==> src/rtl/instru_loader_if.sv <==
// Byte-stream input and instruction-memory write bundle for the boot loader.
// The master side feeds bytes and observes status; the slave side is the loader.
interface instru_loader_if #(
    parameter int CNT_W = 8
);
    logic             start;
    logic             in_valid;
    logic [7:0]       in_byte;
    logic             in_ready;
    logic             im_we;
    logic [31:0]      im_addr;
    logic [31:0]      im_wdata;
    logic             busy;
    logic             done;
    logic             overflow;
    logic             cpu_stall;
    logic [CNT_W-1:0] word_count;

    modport master (
        output start, in_valid, in_byte,
        input  in_ready, im_we, im_addr, im_wdata,
        input  busy, done, overflow, cpu_stall, word_count
    );

    modport slave (
        input  start, in_valid, in_byte,
        output in_ready, im_we, im_addr, im_wdata,
        output busy, done, overflow, cpu_stall, word_count
    );
endinterface

==> src/rtl/instru_loader.sv <==
// Boot-time instruction memory writer.
// Collects a big-endian byte stream into 32-bit words and writes them to
// consecutive word addresses, keeping the CPU stalled until a halt word has
// been written or the memory is full. All outputs come straight from flops.
module instru_loader #(
    parameter int SIZE_IM = 128,
    parameter int CNT_W   = 8
) (
    input  logic           clk,
    input  logic           rst,
    instru_loader_if.slave bus
);

    localparam logic [31:0]      HALT_WORD = 32'hFC00_0000;
    localparam logic [CNT_W-1:0] LAST_IDX  = CNT_W'(SIZE_IM - 1);

    typedef enum logic [1:0] {
        ST_IDLE  = 2'd0,
        ST_LOAD  = 2'd1,
        ST_WRITE = 2'd2,
        ST_DONE  = 2'd3
    } state_t;

    state_t           state_r;
    logic [1:0]       byte_cnt_r;
    logic [CNT_W-1:0] word_idx_r;
    logic [31:0]      asm_r;
    logic             in_ready_r;
    logic             im_we_r;
    logic [31:0]      im_addr_r;
    logic [31:0]      im_wdata_r;
    logic             busy_r;
    logic             done_r;
    logic             overflow_r;
    logic             cpu_stall_r;
    logic [CNT_W-1:0] word_count_r;

    logic             hs_s;
    logic [31:0]      asm_next_s;
    logic [31:0]      addr_s;

    // A byte moves only when the registered ready and the source's valid meet.
    assign hs_s       = in_ready_r & bus.in_valid;
    assign asm_next_s = {asm_r[23:0], bus.in_byte};
    assign addr_s     = 32'({word_idx_r, 2'b00});

    assign bus.in_ready   = in_ready_r;
    assign bus.im_we      = im_we_r;
    assign bus.im_addr    = im_addr_r;
    assign bus.im_wdata   = im_wdata_r;
    assign bus.busy       = busy_r;
    assign bus.done       = done_r;
    assign bus.overflow   = overflow_r;
    assign bus.cpu_stall  = cpu_stall_r;
    assign bus.word_count = word_count_r;

    // Loader FSM: state, counters, assembly register and all registered outputs.
    always_ff @(posedge clk) begin
        if (rst) begin
            state_r      <= ST_IDLE;
            byte_cnt_r   <= 2'd0;
            word_idx_r   <= '0;
            asm_r        <= 32'd0;
            in_ready_r   <= 1'b0;
            im_we_r      <= 1'b0;
            im_addr_r    <= 32'd0;
            im_wdata_r   <= 32'd0;
            busy_r       <= 1'b0;
            done_r       <= 1'b0;
            overflow_r   <= 1'b0;
            cpu_stall_r  <= 1'b1;
            word_count_r <= '0;
        end else begin
            case (state_r)
                ST_IDLE, ST_DONE: begin
                    // A new load restarts from word 0 with a fresh byte phase.
                    if (bus.start) begin
                        state_r      <= ST_LOAD;
                        byte_cnt_r   <= 2'd0;
                        word_idx_r   <= '0;
                        word_count_r <= '0;
                        overflow_r   <= 1'b0;
                        done_r       <= 1'b0;
                        cpu_stall_r  <= 1'b1;
                        busy_r       <= 1'b1;
                        in_ready_r   <= 1'b1;
                    end
                end
                ST_LOAD: begin
                    // start is deliberately ignored here; only bytes matter.
                    if (hs_s) begin
                        asm_r      <= asm_next_s;
                        byte_cnt_r <= byte_cnt_r + 2'd1;
                        if (byte_cnt_r == 2'd3) begin
                            state_r    <= ST_WRITE;
                            in_ready_r <= 1'b0;
                            im_we_r    <= 1'b1;
                            im_addr_r  <= addr_s;
                            im_wdata_r <= asm_next_s;
                        end
                    end
                end
                ST_WRITE: begin
                    im_we_r      <= 1'b0;
                    word_count_r <= word_count_r + {{(CNT_W-1){1'b0}}, 1'b1};
                    word_idx_r   <= word_idx_r + {{(CNT_W-1){1'b0}}, 1'b1};
                    // Halt wins over the capacity limit, so a halt in the last
                    // slot is a clean finish rather than an overflow.
                    if (asm_r == HALT_WORD) begin
                        state_r     <= ST_DONE;
                        overflow_r  <= 1'b0;
                        done_r      <= 1'b1;
                        cpu_stall_r <= 1'b0;
                        busy_r      <= 1'b0;
                    end else if (word_idx_r == LAST_IDX) begin
                        state_r     <= ST_DONE;
                        overflow_r  <= 1'b1;
                        done_r      <= 1'b1;
                        cpu_stall_r <= 1'b0;
                        busy_r      <= 1'b0;
                    end else begin
                        state_r    <= ST_LOAD;
                        in_ready_r <= 1'b1;
                    end
                end
                default: begin
                    state_r     <= ST_IDLE;
                    in_ready_r  <= 1'b0;
                    im_we_r     <= 1'b0;
                    busy_r      <= 1'b0;
                    done_r      <= 1'b0;
                    cpu_stall_r <= 1'b1;
                end
            endcase
        end
    end

endmodule

==> src/flat_wrapper.sv <==
// flat-port wrapper written by rule: the top's interface ports become plain ports
module instru_loader_flat 
#(
    parameter int SIZE_IM = 128,
    parameter int CNT_W   = 8
)
  (clk, rst, bus_start, bus_in_valid, bus_in_byte, bus_in_ready, bus_im_we, bus_im_addr, bus_im_wdata, bus_busy, bus_done, bus_overflow, bus_cpu_stall, bus_word_count);
  instru_loader_if #(.CNT_W(CNT_W)) bus_i ();
  input  logic clk;
  input  logic rst;
  input wire logic [$bits(bus_i.start)-1:0] bus_start;
  input wire logic [$bits(bus_i.in_valid)-1:0] bus_in_valid;
  input wire logic [$bits(bus_i.in_byte)-1:0] bus_in_byte;
  output wire logic [$bits(bus_i.in_ready)-1:0] bus_in_ready;
  output wire logic [$bits(bus_i.im_we)-1:0] bus_im_we;
  output wire logic [$bits(bus_i.im_addr)-1:0] bus_im_addr;
  output wire logic [$bits(bus_i.im_wdata)-1:0] bus_im_wdata;
  output wire logic [$bits(bus_i.busy)-1:0] bus_busy;
  output wire logic [$bits(bus_i.done)-1:0] bus_done;
  output wire logic [$bits(bus_i.overflow)-1:0] bus_overflow;
  output wire logic [$bits(bus_i.cpu_stall)-1:0] bus_cpu_stall;
  output wire logic [$bits(bus_i.word_count)-1:0] bus_word_count;
  assign bus_i.start = bus_start;
  assign bus_i.in_valid = bus_in_valid;
  assign bus_i.in_byte = bus_in_byte;
  assign bus_in_ready = bus_i.in_ready;
  assign bus_im_we = bus_i.im_we;
  assign bus_im_addr = bus_i.im_addr;
  assign bus_im_wdata = bus_i.im_wdata;
  assign bus_busy = bus_i.busy;
  assign bus_done = bus_i.done;
  assign bus_overflow = bus_i.overflow;
  assign bus_cpu_stall = bus_i.cpu_stall;
  assign bus_word_count = bus_i.word_count;
  instru_loader #(.SIZE_IM(SIZE_IM), .CNT_W(CNT_W)) u_core (.clk(clk), .rst(rst), .bus(bus_i));
endmodule
==> config.mk <==
export PLATFORM = sky130hd
export DESIGN_NAME = instru_loader_flat
export DESIGN_NICKNAME = d
export VERILOG_FILES = /design/src/rtl/instru_loader_if.sv /design/src/rtl/instru_loader.sv /design/src/flat_wrapper.sv
export SDC_FILE = /design/constraint.sdc
export NUM_CORES = 1
export LEC_CHECK = 0
export CAP_MARGIN = 20
export CORE_UTILIZATION = 25
export CTS_CLUSTER_DIAMETER = 60
export DETAILED_ROUTE_END_ITERATION = 8
export PLACE_DENSITY_LB_ADDON = 0.12
export SYNTH_ARGS = -nofsm -noshare
export SYNTH_HDL_FRONTEND = slang
export SYNTH_SLANG_ARGS = --single-unit
==> constraint.sdc <==
create_clock -name clk -period 3.85 [get_ports clk]
set_clock_uncertainty 0.05 [all_clocks]
set_input_delay 1.155 -clock clk [delete_from_list [all_inputs] [get_ports clk]]
set_output_delay 1.155 -clock clk [all_outputs]
set_load 0.005 [all_outputs]
clocks.png
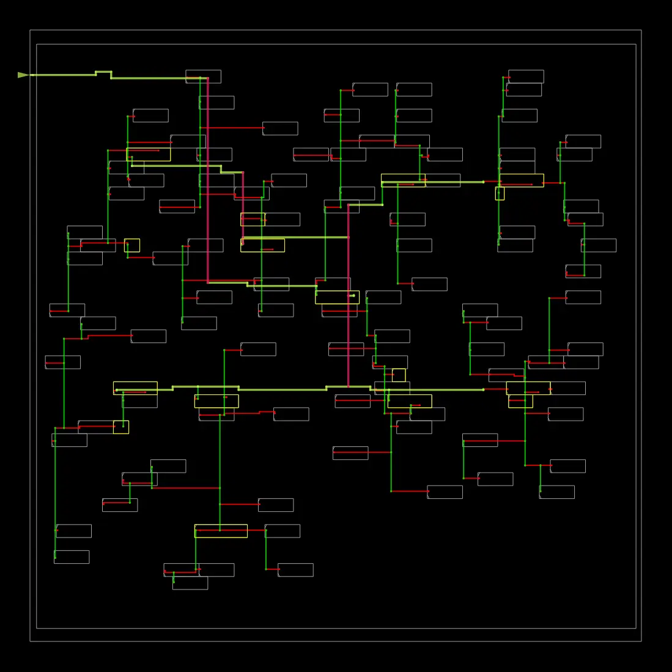
clock tree sinks: 98
TritonCTS buffer count: 9

wires.png
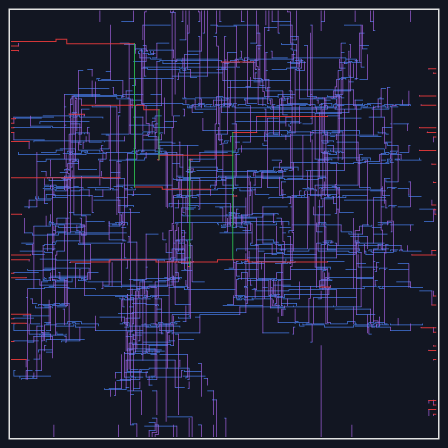
legend:
  metal 2:
    color: purple
    wire_length: 4,650 µm
  metal 3:
    color: red
    wire_length: 371 µm
  metal 1:
    color: blue
    wire_length: 4,610 µm
  metal 4:
    color: green
    wire_length: 128 µm

## cells in the final DEF, fill, tap and decap left out, drive strengths merged, types with 8 or more instances in the layout
| master | instances |
|---|---|
| dfxtp | 98 |
| a21oi | 83 |
| nor2 | 24 |
| xor2 | 9 |
| clkbuf | 11 |
| nand3 | 8 |
| conb | 24 |
| nand2 | 156 |
| clkdlybuf4s50 | 64 |
## power by group through the flow
stage | Combinational [mW] | Clock (mW) | Sequential (mW)
after floorplan | 0.151 | 0 | 1.06
after CTS | 0.193 | 0.967 | 1.04
after global placement | 0.191 | 0 | 1.07
final | 0.190 | 0.931 | 1.04
after global routing | 0.214 | 1.02 | 1.05
after detailed placement | 0.192 | 0 | 1.07
## final cells by class
| class | count | area [µm²] | area share |
|---|---|---|---|
| clock buffers | 11 | 253 | 0.0501 |
| clock inverters | 5 | 60.1 | 0.0119 |
| inverters | 6 | 22.5 | 0.00447 |
| multi-input cells | 359 | 1780 | 0.353 |
| flip-flops and latches | 98 | 1960 | 0.389 |
| well taps | 211 | 264 | 0.0523 |
| repair buffers | 71 | 703 | 0.139 |
## logic make-up (layout without fill, tap and decap cells)
kind of cell             after synthesis  after routing  share of synthesized area
AND-OR/OR-AND                        102            102                      0.141
XOR/XNOR                              11             11                     0.0242
adder cells (fa/ha/maj)                6              6                     0.0189
buffers and inverters                 60             93                     0.0806
flip-flops                            98             98                      0.494
multiplexers                           2              2                    0.00629
other                                  1             24                   0.000943
AND/OR/NAND/NOR                      214            214                      0.234
## cell usage after synthesis, drive strengths merged
cell type  count  area [µm²]
nand4          7        43.8
and2b          1        7.51
a211o          1        8.76
mux2i          1        13.8
nand2b         1        6.26
a21boi         1        7.51
buf           29         204
nand2        156         586
inv            6        22.5
a22oi          1        7.51
nor3b          1        12.5
a32oi          2        17.5
and2           1        6.26
o21ai          6        33.8
xor2           9        78.8
a32o           1        11.3
nor4bb         2        20.0
and3           3        18.8
o21a           1        7.51
dfxtp         98        1960
xnor2          2        17.5
nor4           5        56.3
nand3          8        40.0
a211oi         4        30.0
nor2          24        92.6
ha             6        75.1
mux2           1        11.3
conb           1        3.75
nor3           3        26.3
o311a          1        10.0
clkbuf        25        93.8
a21oi         83         419
a31o           1        8.76
and4           1        8.76
or3            1        6.26
## worst min-delay path, stage by stage, from the launching register on
cell and delay (ns):
dfxtp_1 0.31, nand2_1 0.05, a21oi_1 0.05
## worst max path at each step
stage	to	slack, ns	cells after the start
6_report	u_core.bus.word_count[2]$_SDFFE_PP0P_	1.20	4
5_1_grt	u_core.bus.word_count[6]$_SDFFE_PP0P_	0.96	4
4_1_cts	u_core.word_idx_r[3]$_SDFFE_PP0P_	1.13	4
3_5_place_dp	u_core.bus.word_count[3]$_SDFFE_PP0P_	0.75	4
3_3_place_gp	u_core.word_idx_r[3]$_SDFFE_PP0P_	0.78	4
2_1_floorplan	u_core.bus.in_ready$_SDFFE_PP0P_	1.68	5
## per-layer routing
metal  GRT usage  part of all wire  vias to the layer above
met1       0.155              0.47                     1549
met2       0.211              0.48                       63
met3      0.0417             0.038                       10
met5           0                 0                        -
li1            -                 -                     1696
met4      0.0346             0.013                        0
==> results.json <==
{
  "outcome": "complete, no violations",
  "grt_pass1_vias": 3181,
  "synth_flops": 98,
  "cpPeakStageDelay_ns": 0.75,
  "drive_above_1_share": 0.0655,
  "overflow": 0,
  "hp-start": "u_core.bus.im_wdata[16]$_SDFFE_PP0P_",
  "whs_path_depth": 2,
  "synthToLayoutAreaGrowth_pct": 26.9,
  "placed_area_mm2": 0.00473,
  "power_density_mw_per_mm2": 429,
  "wl_per_cell_um": 12.8,
  "fin_nets": 563,
  "stdcell_count": 761,
  "critPathLaunchType": "primary input",
  "ys_cells": 494,
  "ctsResizeCount": 0,
  "clkPwrFrac": 0.430,
  "clockBufferDepth": 2,
  "place_ws_ns": 0.749,
  "hold_violations": 0,
  "rrSetupSlack_ns": 1.64,
  "swShare": 0.244,
  "tightest_slew_ns": 0.892,
  "path_class": "in -> reg",
  "netlist_instances": 494,
  "yosysChipArea_mm2": 0.00398,
  "clkTransAtPathRegs_ns": 0.06,
  "fin_ws_ns": 1.20,
  "cap_violations": 0,
  "antennaDiodeCount": 0,
  "critPathTopFamily": "AND-OR/OR-AND gates",
  "vias": 3318,
  "routed_wl_um": 9750,
  "cts.htree.levels": 3,
  "place_inst": 745,
  "fp-row-count": 45,
  "cts_setup_buffers": 0,
  "p_comb_frac": 0.088,
  "clockRootBuffer": "clkbuf_16",
  "die-area_mm2": 0.0164,
  "slew_headroom": 0.401,
  "cts_tree": "built",
  "min_path_type": "reg -> reg",
  "whs_ns": 0.405,
  "postSynthSeqShare": 0.494,
  "required_ns": 4.00,
  "grt_pass1_wl_um": 16100,
  "setup_viol": 0,
  "ff2ff_path_depth": 8,
  "ios": 90,
  "path_buffers": 1,
  "path_cells": "clkdlybuf4s50_1 > mux2i_2 > o21ai_1 > nor2_1",
  "critical_path.startpoint": "bus_start",
  "seq_power_share": 0.482,
  "warnings": 28,
  "dp_hpwl_um": 6640,
  "drtIter0Drc": 127,
  "rsz0062_at_grt": "false",
  "period_minus_slack_ns": 2.65,
  "utilization": 0.328,
  "vias_per_cell": 4.36,
  "min_period_over_period": 0.687,
  "clock_latency_ns": 0.35,
  "initCoreUtil": 0.259,
  "crit_slowest_cell": "o21ai_1",
  "first_pass_iters": 4,
  "fp.dieW_um": 128,
  "crit_path_max_fanout": 12,
  "ant_nets": 0,
  "hold_buffers": 0,
  "arrival_ns": 2.79,
  "grt_max_degree": 55,
  "drv_slew": 0,
  "drc": 0,
  "max_freq_ghz": 0.378,
  "num-fill-cells": 1645,
  "worst_setup_path_end_kind": "flip-flop",
  "fin_tns_setup_ns": 0,
  "ys_warn_count": 0,
  "ir_drop_v": 0.000222,
  "stdcell_area_mm2": 0.00504,
  "power_switching_mw": 0.527,
  "timing.rr.end": "u_core.bus.im_addr[5]$_SDFFE_PP0P_",
  "total_power_mw": 2.16
}
No activity file was given, so power comes from the tool's default toggle rates.
